## config.mk

```make
export PLATFORM = sky130hd
export DESIGN_NAME = fetch_unit
export DESIGN_NICKNAME = d
export VERILOG_FILES = /design/src/rtl/cpu_pkg.sv /design/src/rtl/fetch_unit.sv
export SDC_FILE = /design/constraint.sdc
export NUM_CORES = 1
export LEC_CHECK = 0
export CAP_MARGIN = 0
export CORE_MARGIN = 5
export CORE_UTILIZATION = 32
export CTS_CLUSTER_SIZE = 24
export DETAILED_ROUTE_END_ITERATION = 12
export MAX_ROUTING_LAYER = met4
export SLEW_MARGIN = 25
export SYNTH_ARGS = -nofsm -noshare
export SYNTH_HDL_FRONTEND = slang
export SYNTH_SLANG_ARGS = --single-unit
```

## constraint.sdc

```tcl
create_clock -name clk -period 1.95 [get_ports clk]
set_clock_uncertainty 0.2 [all_clocks]
set_input_delay 0.2925 -clock clk [delete_from_list [all_inputs] [get_ports clk]]
set_output_delay 0.2925 -clock clk [all_outputs]
set_load 0.01 [all_outputs]
```

## src/rtl/cpu_pkg.sv

```systemverilog
// cpu_pkg: shared widths, byte/address types and fetch FSM states for the 8-bit CPU
package cpu_pkg;
    localparam int ADDR_W  = 8;
    localparam int DATA_W  = 8;
    localparam int OPR_BIT = 7;
    typedef logic [ADDR_W-1:0] addr_t;
    typedef logic [DATA_W-1:0] byte_t;
    typedef enum logic [3:0] {
        S_IDLE,
        S_OP_A, S_OP_W, S_OP_C,
        S_OPR_A, S_OPR_W, S_OPR_C,
        S_HOLD,
        S_DR_A, S_DR_W, S_DR_C,
        S_DW
    } fetch_state_t;
endpackage

```

## src/rtl/fetch_unit.sv

```systemverilog
// fetch_unit: PC owner, instruction fetcher and data-port arbiter in front of main memory
module fetch_unit #(
    parameter int ADDR_W = cpu_pkg::ADDR_W,
    parameter int DATA_W = cpu_pkg::DATA_W,
    parameter int OPR_BIT = cpu_pkg::OPR_BIT,
    parameter logic [ADDR_W-1:0] RESET_PC = '0
) (
    input  logic              clk,
    input  logic              rst_n,
    output logic [ADDR_W-1:0] mem_addr,
    output logic [DATA_W-1:0] mem_wdata,
    output logic              mem_we,
    input  logic [DATA_W-1:0] mem_rdata,
    output logic              instr_valid,
    input  logic              instr_ready,
    output logic [DATA_W-1:0] instr_opcode,
    output logic [DATA_W-1:0] instr_operand,
    output logic [ADDR_W-1:0] instr_pc,
    input  logic              jmp_valid,
    input  logic [ADDR_W-1:0] jmp_addr,
    input  logic              halt,
    input  logic              dreq,
    input  logic              dwe,
    input  logic [ADDR_W-1:0] daddr,
    input  logic [DATA_W-1:0] dwdata,
    output logic              dack,
    output logic [DATA_W-1:0] drdata
);
    import cpu_pkg::*;

    fetch_state_t      state, state_n;
    logic [ADDR_W-1:0] pc, pc_n, addr_n, ipc_n, tgt_n, jmp_tgt;
    logic [DATA_W-1:0] wdata_n, op_n, opr_n, rd_n;
    logic              we_n, valid_n, dack_n, pend_n, jmp_pend;
    logic              fetching, data_busy, data_done;

    assign fetching  = state inside {S_OP_A, S_OP_W, S_OP_C, S_OPR_A, S_OPR_W, S_OPR_C, S_HOLD};
    assign data_busy = state inside {S_DR_A, S_DR_W, S_DR_C, S_DW};
    assign data_done = state == S_DR_C || state == S_DW;

    always_comb begin
        state_n = state;
        pc_n    = pc;
        addr_n  = mem_addr;
        wdata_n = mem_wdata;
        we_n    = 1'b0;
        valid_n = instr_valid;
        op_n    = instr_opcode;
        opr_n   = instr_operand;
        ipc_n   = instr_pc;
        dack_n  = 1'b0;
        rd_n    = drdata;
        pend_n  = jmp_pend;
        tgt_n   = jmp_tgt;
        case (state)
            S_IDLE: begin
                pc_n = jmp_valid ? jmp_addr : pc;
                if (dreq) begin
                    state_n = dwe ? S_DW : S_DR_A;
                    addr_n  = dwe ? daddr : mem_addr;
                    wdata_n = dwe ? dwdata : mem_wdata;
                    we_n    = dwe;
                end else if (!halt) begin
                    state_n = S_OP_A;
                end
            end
            S_OP_A: begin
                addr_n  = pc;
                state_n = S_OP_W;
            end
            S_OP_W: state_n = S_OP_C;
            S_OP_C: begin
                op_n    = mem_rdata;
                ipc_n   = pc;
                pc_n    = pc + 1'b1;
                opr_n   = '0;
                valid_n = !mem_rdata[OPR_BIT];
                state_n = mem_rdata[OPR_BIT] ? S_OPR_A : S_HOLD;
            end
            S_OPR_A: begin
                addr_n  = pc;
                state_n = S_OPR_W;
            end
            S_OPR_W: state_n = S_OPR_C;
            S_OPR_C: begin
                opr_n   = mem_rdata;
                pc_n    = pc + 1'b1;
                valid_n = 1'b1;
                state_n = S_HOLD;
            end
            S_HOLD: begin
                valid_n = !instr_ready;
                state_n = instr_ready ? S_IDLE : S_HOLD;
            end
            S_DR_A: begin
                addr_n  = daddr;
                state_n = S_DR_W;
            end
            S_DR_W: state_n = S_DR_C;
            S_DR_C: begin
                rd_n    = mem_rdata;
                dack_n  = 1'b1;
                state_n = S_IDLE;
            end
            S_DW: begin
                dack_n  = 1'b1;
                state_n = S_IDLE;
            end
            default: state_n = S_IDLE;
        endcase
        // A redirect abandons any fetch or held instruction outright
        if (jmp_valid && fetching) begin
            pc_n    = jmp_addr;
            valid_n = 1'b0;
            state_n = S_IDLE;
        end
        // Data accesses are never cut short; the redirect waits for completion
        if (jmp_valid && data_busy) begin
            pend_n = 1'b1;
            tgt_n  = jmp_addr;
        end
        if (data_done) begin
            pc_n   = jmp_valid ? jmp_addr : jmp_pend ? jmp_tgt : pc;
            pend_n = 1'b0;
        end
    end

    always_ff @(posedge clk or negedge rst_n) begin
        if (!rst_n) begin
            state         <= S_IDLE;
            pc            <= RESET_PC;
            mem_addr      <= '0;
            mem_wdata     <= '0;
            mem_we        <= 1'b0;
            instr_valid   <= 1'b0;
            instr_opcode  <= '0;
            instr_operand <= '0;
            instr_pc      <= '0;
            dack          <= 1'b0;
            drdata        <= '0;
            jmp_pend      <= 1'b0;
            jmp_tgt       <= '0;
        end else begin
            state         <= state_n;
            pc            <= pc_n;
            mem_addr      <= addr_n;
            mem_wdata     <= wdata_n;
            mem_we        <= we_n;
            instr_valid   <= valid_n;
            instr_opcode  <= op_n;
            instr_operand <= opr_n;
            instr_pc      <= ipc_n;
            dack          <= dack_n;
            drdata        <= rd_n;
            jmp_pend      <= pend_n;
            jmp_tgt       <= tgt_n;
        end
    end
endmodule

```

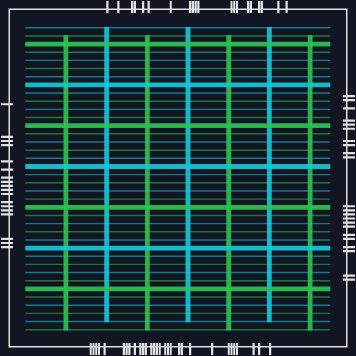
*Power grid, run 1*
Scale: 3 px per um. Pins as bars on the die edge.
[VSS] green
[VDD] cyan
signal pins: 90
met5 straps: 7
met1 rails: 38
CORE AREA: 10230 sq um
peak supply drop: 0.6466 mV
Die Y-Extent: 112 um

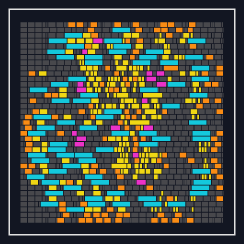
*Cells colored by class, run 1*
Scale: 2 px per um. Fill, decap, tap and diode cells in gray.
[other buffers and delay cells] orange | cells: 121 | share of their area: 25%
[all other logic] yellow | cells: 204 | share of their area: 32%
[flip-flops] cyan | cells: 72 | share of their area: 39%
[clock drivers and dummy loads] magenta | cells: 16 | share of their area: 4.0%
final core occ: 46.69%
Rows: 37
Seq/total area: 37.77%
Final Instance Area: 4777 sq um

==> impl_metrics.yaml, run 1 <==
# yosys + openroad results
status:
  outcome: "completed"
logic_synthesis:
  yosys_cells: 289
  ys_top_cells_by_count: "dfrtp_1 (72), nand2_1 (33), mux2_2 (32), nor2_1 (20), a21oi_1 (14)"
  synth-edff-count: 0
  synth_cell_types: 51
  ys_async_sr_fraction_pct: 100.0
  yosysMostFrequentCell: "dfrtp_1"
  ys_area_sq_um: 3329
  syn-instance-count: 289
  ff_type: "dfrtp_1"
  synthTopCellsByArea: "dfrtp_1 (54%), mux2_2 (11%), nand2_1 (3.7%)"
  ys_ff: 72
  top_area_cell: "dfrtp_1"
  netlist_area_sq_um: 3329
  ys_warn_count: 0
  ys_seq_share_pct: 54.11
  top_cell_area_share_pct: 54.11
  syn_avg_cell_area_sq_um: 11.52
  fp_nets: 329
timing:
  fmaxAchievable_mhz: 542.6
  setup_viol_count_final: 0
  fin_crit_sh_pct: 94.51
  worst_pin_slew_ps: 405.7
  hold_viol: 0
  period_needed_ps: 1843
  tns_ps: 0
  slew-limit-headroom_pct: 72.95
  final-max-slew-violation-count: 0
  setup_slack_ps: 107.1
  hold_slack_ps: 211.8
drt:
  drc: 0
  firstDrtPassIters: 4
  wl_um: 8575
  ant_nets: 0
  wl_met1_um: 4077
  top_layer_used: "met4"
  wl_per_cell_um: 15.62
  viasPerCell: 4.836
  met2_length_um: 3921
  dr_wl_met3_um: 378
  dr.first_iter.drc_count: 196
  vias: 2655
placed_design:
  gp_congestion: 0.9458
  preCtsSetupSlack_ps: -88.20
  io_buffers: 89
  dpl.cell_count: 527
  dpl.hpwl_um: 6238
  placed_area_sq_um: 4501
finish:
  fillers: 967
  lay_top_cells: "clkdlybuf4s50_1 (88), dfrtp_1 (70), nand2_1 (33), mux2_2 (32), buf_4 (31)"
  drive_gt1_share_pct: 24.46
  lay_top_count: "clkdlybuf4s50_1"
  final_nets: 448
  layoutNonFillerInstCount: 549
  antenna_cells: 0
  syn_to_final_growth_pct: 43.48
critical_path:
  cpMaxStageDelayCell: "dfrtp_1"
  max_stage_delay_ps: 410
  cp_max_fo: 12
  worstPathRequired_ps: 1970
  worstPathArrival_ps: 1860
  crit_family: "AND-OR/OR-AND gates"
  critPathLaunchType: "flip-flop"
  cp_cell_sequence: "buf_4 -> nand2b_1 -> o21ai_4 -> nor2_4 -> buf_4 -> a21oi_1 -> o22ai_1"
  crit_top_cell: "buf_4"
  crit_type: "flip-flop to flip-flop"
  worstSetupEndpointType: "flip-flop"
  timing.critical_path.buf_inv: 2
clocking:
  clk_pin_slew_ps: 100
  cts_tree: "done"
  hold_buffers: 1
  htreeDepth: 3
  clkSinkCount: 72
  post_cts_buffers: 3
  clockBufferDepth: 2
  cts_buffers: 9
  cts_resized: 0
  clockRootBuffer: "clkbuf_8"
die:
  io_pins: 90
  die_w_um: 112
  die_area_sq_um: 12540
  core_util_floorplan_pct: 32.54
power:
  total_power_uw: 7443
  p_leak_uw: 0.002046
  p_per_area_nw_per_um2: 1558
grt:
  grt_pass1_vias: 2714
  grt_max_degree: 35
  grt_pass1_wl_um: 14280
  grt_overflow: 0
  antenna_found_initial: 0
  grt_use_total_pct: 14.71
hold_path:
  worstHoldPathType: "input port to async pin"
flow_run:
  cap_violations: 0
  warning_count: 26
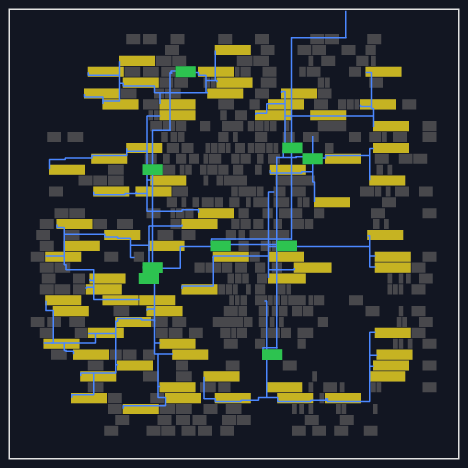
*Clock network drawn from the DEF, run 1*
Scale: 4 px per um.
[cells driving clock nets] green | count: 9
[flip-flops] yellow | count: 72
[clock wires] blue | length: 970 um
flops lie: all over the die
routed clock nets: 10
Late-Pin Clk Latency: 340 ps
Clock Power: 1120 uW
Clk network pwr share: 15.0%

-- run 1: per-layer routing --
layer / vias to the layer above / track usage (%)
met5: - / -
met4: 0 / 6.651
met3: 13 / 2.717
met2: 80 / 21.50
met1: 1293 / 19.88
li1: 1269 / -
-- run 1: cell type report --
| cell class | count | area (sq um) | area share (%) |
|---|---|---|---|
| sequential | 72 | 1804 | 37.77 |
| inverter | 8 | 30.03 | 0.6286 |
| tap | 136 | 170.2 | 3.562 |
| clock inverter | 7 | 61.31 | 1.283 |
| clock buffer | 9 | 123.9 | 2.593 |
| multi-input combinational | 196 | 1444 | 30.23 |
| timing repair buffer | 121 | 1144 | 23.94 |
-- run 1: cell families after synthesis --
group / Yosys count / synth area share, %
AOI/OAI and AO/OA: 57 / 12.25
buffers and inverters: 21 / 3.758
and+or+nand+nor: 90 / 14.09
muxes: 42 / 13.83
DFF: 72 / 54.12
adders and majority gates: 1 / 0.3757
xor gates and xnor gates: 6 / 1.579
-- run 1: report_power, final --
group / internal (uW) / switching (uW) / total, uW
combinational: 2010 / 1580 / 3590
clock: 486 / 634 / 1120
sequential: 2220 / 518 / 2740
-- run 1: path summary, 6_finish.rpt --
kind                       slack (ps)                           to                     start  cells after the start
setup reg to reg                  110            pc[3]$_DFFE_PN0P_      state[2]$_DFFE_PN0P_                      7
hold / removal                    210  instr_opcode[6]$_DFFE_PN0P_                     rst_n                      2
min in group clk                  270     mem_wdata[5]$_DFFE_PN0P_                 dwdata[5]                      3
max in group asynchronous         830       jmp_tgt[0]$_DFFE_PN0P_                     rst_n                      3
setup / recovery                  110            pc[3]$_DFFE_PN0P_      state[2]$_DFFE_PN0P_                      7
hold reg to reg                   280     mem_wdata[3]$_DFFE_PN0P_  mem_wdata[3]$_DFFE_PN0P_                      2
### Wiring by layer, run 1

Scale: 3 px per um. Two of the layers only.
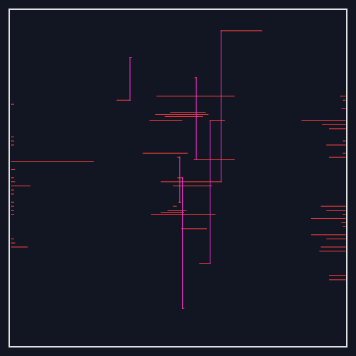

==> run 2, diff against run 1 <==
Settings changed: GPL_TIMING_DRIVEN from default to 0, RECOVER_POWER from default to 50.
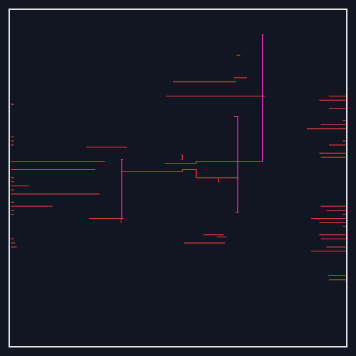
*Wiring by layer, run 2*
Scale: 3 px per um. Two of the layers only.
[met3] red | wire length: 448 um
[met4] magenta | wire length: 93.8 um
routed vias: 2596
Total Wirelength: 8716 um
WL/cell: 16.20 um
GRT Util Overall: 14.62%

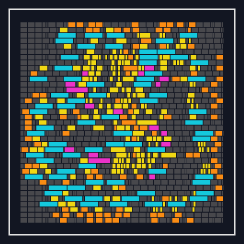
*Cells colored by class, run 2*
Scale: 2 px per um. Fill, decap, tap and diode cells in gray.
[clock drivers and dummy loads] magenta | cells: 16 | share of their area: 4.9%
[other buffers and delay cells] orange | cells: 110 | share of their area: 24%
[flip-flops] cyan | cells: 72 | share of their area: 39%
[all other logic] yellow | cells: 204 | share of their area: 32%
Final Instance Area: 4776 sq um
Seq/total area: 37.75%
final core occ: 46.68%

==> run 2 against run 1 <==
Net effect: maximum frequency down 4.5%; synthesized area unchanged; critical path depth down 2; core utilization about the same; via count down 2.2%; worst setup slack worse by 87 ps; critical path type unchanged.
==> impl_metrics.yaml, run 2 <==
# yosys + openroad results
logic_synthesis:
  top_cell_area_share_pct: 54.11
  aoi_share_pct: 12.25
  ys_ff: 72
  ys_top_cells_by_count: "dfrtp_1 (72), nand2_1 (33), mux2_2 (32), nor2_1 (20), a21oi_1 (14)"
  netlist_area_sq_um: 3329
  ys_async_sr_fraction_pct: 100.0
  logic_family: "simple AND/OR/NAND/NOR gates"
  syn-instance-count: 289
  synth_cell_types: 51
  syn_avg_cell_area_sq_um: 11.52
  xor_share_pct: 1.578
  ys_seq_share_pct: 54.11
  ys_warn_count: 0
  top_area_cell: "dfrtp_1"
  synthAdderAreaFrac_pct: 0.3758
  yosys_cells: 289
  simple_gate_area_share_pct: 14.09
  yosysMostFrequentCell: "dfrtp_1"
  synthTopCellsByArea: "dfrtp_1 (54%), mux2_2 (11%), nand2_1 (3.7%)"
  synth-edff-count: 0
  fp_nets: 329
  ys_area_sq_um: 3329
  ff_type: "dfrtp_1"
  muxShareOfSynthArea_pct: 13.83
die:
  core_util_floorplan_pct: 32.54
  core.rowCount: 37
  chipHeight_um: 112
  core_sq_um: 10230
  die_area_sq_um: 12540
  die_w_um: 112
  io_pins: 90
drt:
  ant_nets: 0
  drc: 0
  dr.first_iter.drc_count: 100
  firstDrtPassIters: 4
  viasPerCell: 4.825
hold_path:
  holdPathEnd: "mem_wdata[5]$_DFFE_PN0P_"
  hp-start: "dwdata[5]"
  hold_depth: 3
  worstHoldPathType: "input port to flip-flop"
placed_design:
  preCtsSetupSlack_ps: -473.3
  placed_area_sq_um: 4408
  dpl.cell_count: 515
  io_buffers: 89
  dpl.hpwl_um: 6062
  gp_congestion: 0.8117
timing:
  final-max-slew-violation-count: 0
  slew-limit-headroom_pct: 26.83
  hold_viol: 0
  rsz0062_at_grt: "true"
  fin_crit_sh_pct: 98.99
  hold_slack_ps: 275.6
  period_needed_ps: 1930
  fmaxAchievable_mhz: 518.1
  tns_ps: 0
  setup_viol_count_final: 0
  setup_slack_ps: 19.71
  worst_pin_slew_ps: 1098
power:
  clockPowerShare_pct: 17.7
  seq_cell_power_uw: 2710
  clock_power_uw: 1350
  p_per_area_nw_per_um2: 1600
  top_power_group: "combinational logic"
  total_power_uw: 7640
  pwr-share-comb_pct: 46.8
  p_switching_uw: 2723
  internal_power_uw: 4917
  p_leak_uw: 0.002023
  p_seq_share_pct: 35.5
  comb_cell_power_uw: 3580
  vdd_drop_max_mv: 0.7869
  switching_share_pct: 35.64
critical_path:
  worstSetupEndpointType: "flip-flop"
  max_stage_delay_ps: 430
  crit_type: "flip-flop to flip-flop"
  rrSetupSlack_ps: 20
  worstPathRequired_ps: 1980
  reg2regPathDepth: 5
  r2r-start: "state[2]$_DFFE_PN0P_"
  r2r_end: "pc[5]$_DFFE_PN0P_"
  cp_max_fo: 10
  cp_cell_sequence: "nand2b_1 -> a21boi_1 -> nor2_4 -> buf_4 -> a211o_1"
  critPathLaunchType: "flip-flop"
  cpMaxStageDelayCell: "dfrtp_2"
  worstPathArrival_ps: 1960
clocking:
  clockBufferDepth: 2
  cts_tree: "done"
  htreeDepth: 3
  clkSinkCount: 72
  post_cts_buffers: 4
  hold_buffers: 1
  cts_resized: 5
  clk_pin_slew_ps: 80
  clockRootBuffer: "clkbuf_8"
  clk_latency_ps: 340
  cts_buffers: 9
finish:
  fillers: 979
  antenna_cells: 0
  lay_top_count: "clkdlybuf4s50_1"
  final_nets: 437
  drive_gt1_share_pct: 23.38
  lay_top_cells: "clkdlybuf4s50_1 (88), dfrtp_1 (71), nand2_1 (33), mux2_2 (32), nor2_1 (18)"
  layoutNonFillerInstCount: 538
  syn_to_final_growth_pct: 43.44
grt:
  grt_pass1_vias: 2693
  grt_pass1_wl_um: 14280
  antenna_found_initial: 0
  grt_max_degree: 43
  grt_overflow: 0
flow_run:
  warning_count: 27
  cap_violations: 0
status:
  outcome: "completed"
[run 2: layer usage]
layer / part of all wire, % / GRT usage, % / up-vias
li1: - / - / 1248
met1: 46 / 19.41 / 1270
met2: 47 / 22.30 / 70
met3: 5.1 / 3.424 / 8
met4: 1.1 / 4.487 / 0
met5: 0 / - / -
[run 2: cell type report]
cell class | count | area, sq um | share of cell area, %
Clock inverter | 7 | 102.6 | 2.148
Inverter | 8 | 33.78 | 0.7074
Clock buffer | 9 | 123.9 | 2.594
Tap cell | 136 | 170.2 | 3.563
Sequential cell | 72 | 1803 | 37.75
Buffer | 13 | 103.9 | 2.174
Multi-Input combinational cell | 196 | 1458 | 30.52
Timing Repair Buffer | 97 | 980.9 | 20.54
[run 2: logic make-up (layout without fill, tap and decap cells)]
kind of cell             Yosys count  after routing
AND-OR/OR-AND                     57             57
XOR/XNOR                           6              6
adder cells (fa/ha/maj)            1              1
buffers and inverters             21            134
flip-flops                        72             72
multiplexers                      42             42
AND/OR/NAND/NOR                   90             90
[run 2: worst max-delay path, delay by kind of cell (launching register included)]
kind,cells,cell delay [ps]
AND-OR/OR-AND,2,670
buffers and inverters,1,200
flip-flops,1,430
AND/OR/NAND/NOR,2,310
[run 2: how the worst max path moves through the flow]
stage	cells after the start	startpoint	to	slack, ps
finish	5	state[2]$_DFFE_PN0P_	pc[5]$_DFFE_PN0P_	20
global route	6	state[2]$_DFFE_PN0P_	pc[4]$_DFFE_PN0P_	-80
CTS	6	state[2]$_DFFE_PN0P_	drdata[6]$_DFFE_PN0N_	10
detailed placement	4	jmp_valid	jmp_tgt[6]$_DFFE_PN0P_	-470
global placement	1	rst_n	drdata[3]$_DFFE_PN0N_	-2260
floorplan	5	state[2]$_DFFE_PN0P_	drdata[0]$_DFFE_PN0N_	190
==> run 3, diff against run 2 <==
Settings changed: RECOVER_POWER 50 to 100.
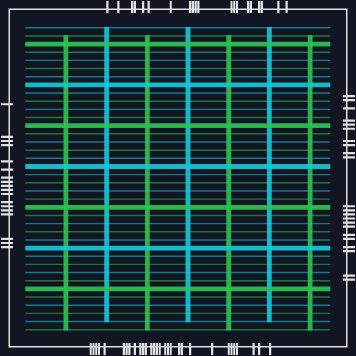
*Power grid, run 3*
Scale: 3 px per um. Pins as bars on the die edge.
[VSS] green
[VDD] cyan
rows: 37
met4 straps: 7
die x size: 112 um
peak supply drop: 0.7869 mV

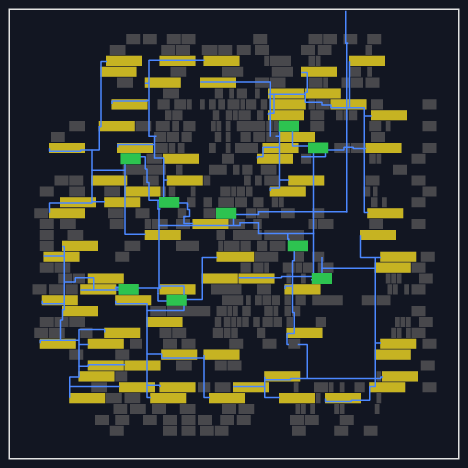
*Clock network drawn from the DEF, run 3*
Scale: 4 px per um.
[flip-flops] yellow | count: 72
[clock wires] blue | length: 1020 um
[cells driving clock nets] green | count: 9
flops lie: all over the die
routed clock nets: 10
Clk network pwr share: 17.7%
Clock Power: 1350 uW

==> run 3 against run 2 <==
Net effect: routed wire length did not move; clock power about the same; cell count unchanged; non-clock buffer count unchanged; maximum frequency is the same; worst setup slack stayed put; core utilization stayed put; die area is the same; critical path type unchanged; largest cell class unchanged; largest power group unchanged.
==> impl_metrics.yaml, run 3 <==
# yosys + openroad results
status:
  outcome: "completed"
hold_path:
  holdPathEnd: "mem_wdata[5]$_DFFE_PN0P_"
  hp-start: "dwdata[5]"
  worstHoldPathType: "input port to flip-flop"
  hold_depth: 3
critical_path:
  worstPathRequired_ps: 1980
  cp_max_fo: 10
  crit_type: "flip-flop to flip-flop"
  worstSetupEndpointType: "flip-flop"
  crit_end: "pc[5]$_DFFE_PN0P_"
  r2r_end: "pc[5]$_DFFE_PN0P_"
  reg2regPathDepth: 5
  r2r-start: "state[2]$_DFFE_PN0P_"
  rrSetupSlack_ps: 20
  worstPathArrival_ps: 1960
  critPathLaunchType: "flip-flop"
  startpoint: "state[2]$_DFFE_PN0P_"
timing:
  final-max-slew-violation-count: 0
  worst_pin_slew_ps: 1098
  fmaxAchievable_mhz: 518.1
  period_needed_ps: 1930
  rsz0062_at_grt: "true"
  setup_slack_ps: 19.71
  setup_viol_count_final: 0
  slew-limit-headroom_pct: 26.83
  hold_viol: 0
  tns_ps: 0
  fin_crit_sh_pct: 98.99
die:
  core_util_floorplan_pct: 32.54
  core_sq_um: 10230
  io_pins: 90
  core.rowCount: 37
  die_area_sq_um: 12540
finish:
  final_nets: 437
  lay_top_count: "clkdlybuf4s50_1"
  syn_to_final_growth_pct: 43.44
  drive_gt1_share_pct: 23.38
  final_area_sq_um: 4776
  regArea_sq_um: 1803
  combGateArea_sq_um: 1458
  layoutNonFillerInstCount: 538
  lay_top_cells: "clkdlybuf4s50_1 (88), dfrtp_1 (71), nand2_1 (33), mux2_2 (32), nor2_1 (18)"
  antenna_cells: 0
  fillers: 979
logic_synthesis:
  yosys_cells: 289
  yosysMostFrequentCell: "dfrtp_1"
  ys_seq_share_pct: 54.11
  netlist_area_sq_um: 3329
  syn-instance-count: 289
  ys_top_cells_by_count: "dfrtp_1 (72), nand2_1 (33), mux2_2 (32), nor2_1 (20), a21oi_1 (14)"
  synth_cell_types: 51
  synthTopCellsByArea: "dfrtp_1 (54%), mux2_2 (11%), nand2_1 (3.7%)"
  synth-edff-count: 0
  syn_avg_cell_area_sq_um: 11.52
  ys_ff: 72
  ff_type: "dfrtp_1"
  top_cell_area_share_pct: 54.11
  fp_nets: 329
  ys_area_sq_um: 3329
  top_area_cell: "dfrtp_1"
  ys_warn_count: 0
  ys_async_sr_fraction_pct: 100.0
grt:
  grt_pass1_wl_um: 14280
  grt_use_total_pct: 14.62
  grt_overflow: 0
  grt_pass1_vias: 2693
  grt_max_degree: 43
  antenna_found_initial: 0
drt:
  viasPerCell: 4.825
  firstDrtPassIters: 5
  dr.first_iter.drc_count: 100
  wl_per_cell_um: 16.20
  wl_um: 8716
  vias: 2596
  drc: 0
  ant_nets: 0
flow_run:
  warning_count: 27
  cap_violations: 0
power:
  p_switching_uw: 2723
  p_seq_share_pct: 35.5
  pwr-share-comb_pct: 46.8
  top_power_group: "combinational logic"
  switching_share_pct: 35.64
  seq_cell_power_uw: 2710
  p_leak_uw: 0.002023
  p_per_area_nw_per_um2: 1600
  comb_cell_power_uw: 3580
  internal_power_uw: 4917
placed_design:
  dpl.cell_count: 515
  preCtsSetupSlack_ps: -473.3
  dpl.hpwl_um: 6062
  io_buffers: 89
  placed_area_sq_um: 4408
  gp_congestion: 0.8117
clocking:
  clkSinkCount: 72
  clockBufferDepth: 2
  htreeDepth: 3
  cts_buffers: 9
  clockRootBuffer: "clkbuf_8"
  cts_tree: "done"
  clk_pin_slew_ps: 80
  clk_latency_ps: 340
==> run 3: repair_timing <==
action                     CTS  global route
buffers inserted             4             2
pin swaps                    2             3
setup endpoints to repair   25            19
hold buffers                 1             0
resized                      5            12
hold endpoints to repair    41             0
==> run 3: critical path: stages, from the launching register on <==
cell      delay [ps]
dfrtp_2          430
nand2b_1         180
a21boi_1         380
nor2_4           130
buf_4            200
a211o_1          290
==> run 3: routing by layer <==
layer	up-vias	part of all wire (%)	global-route usage (%)	wire length, um
met5	-	0	-	0
met4	0	1.1	4.487	93
met3	8	5.1	3.424	448
met2	70	47	22.30	4123
met1	1270	46	19.41	4050
li1	1248	-	-	-
==> run 3: cell type report <==
type / count / area share (%)
Timing Repair Buffer: 97 / 20.54
Inverter: 8 / 0.7074
Clock buffer: 9 / 2.594
Multi-Input combinational cell: 196 / 30.52
Tap cell: 136 / 3.563
Sequential cell: 72 / 37.75
Clock inverter: 7 / 2.148
Buffer: 13 / 2.174
==> run 3: stage by stage <==
| stage | utilization [%] | total power [uW] | hold WS, ps |
|---|---|---|---|
| after floorplan | - | 4595 | -203.1 |
| after global placement | 42.91 | 6142 | 257.3 |
| after detailed placement | 43.08 | 6217 | 126.4 |
| after CTS | 46.17 | 7677 | 262.6 |
| after global routing | 46.68 | 8190 | 281.0 |
| final | 46.68 | 7640 | 275.6 |
==> run 3: kinds of logic (layout without fill, tap and decap cells) <==
kind of cell    after synthesis  in the layout  share of synthesized area [%]
fa+ha+maj                     1              1                         0.3757
simple gates                 90             90                          14.09
mux                          42             42                          13.83
compound gates               57             57                          12.25
xor+xnor                      6              6                          1.579
buf+inv                      21            134                          3.758
flops                        72             72                          54.12
Power is estimated from default activity; no workload was simulated.
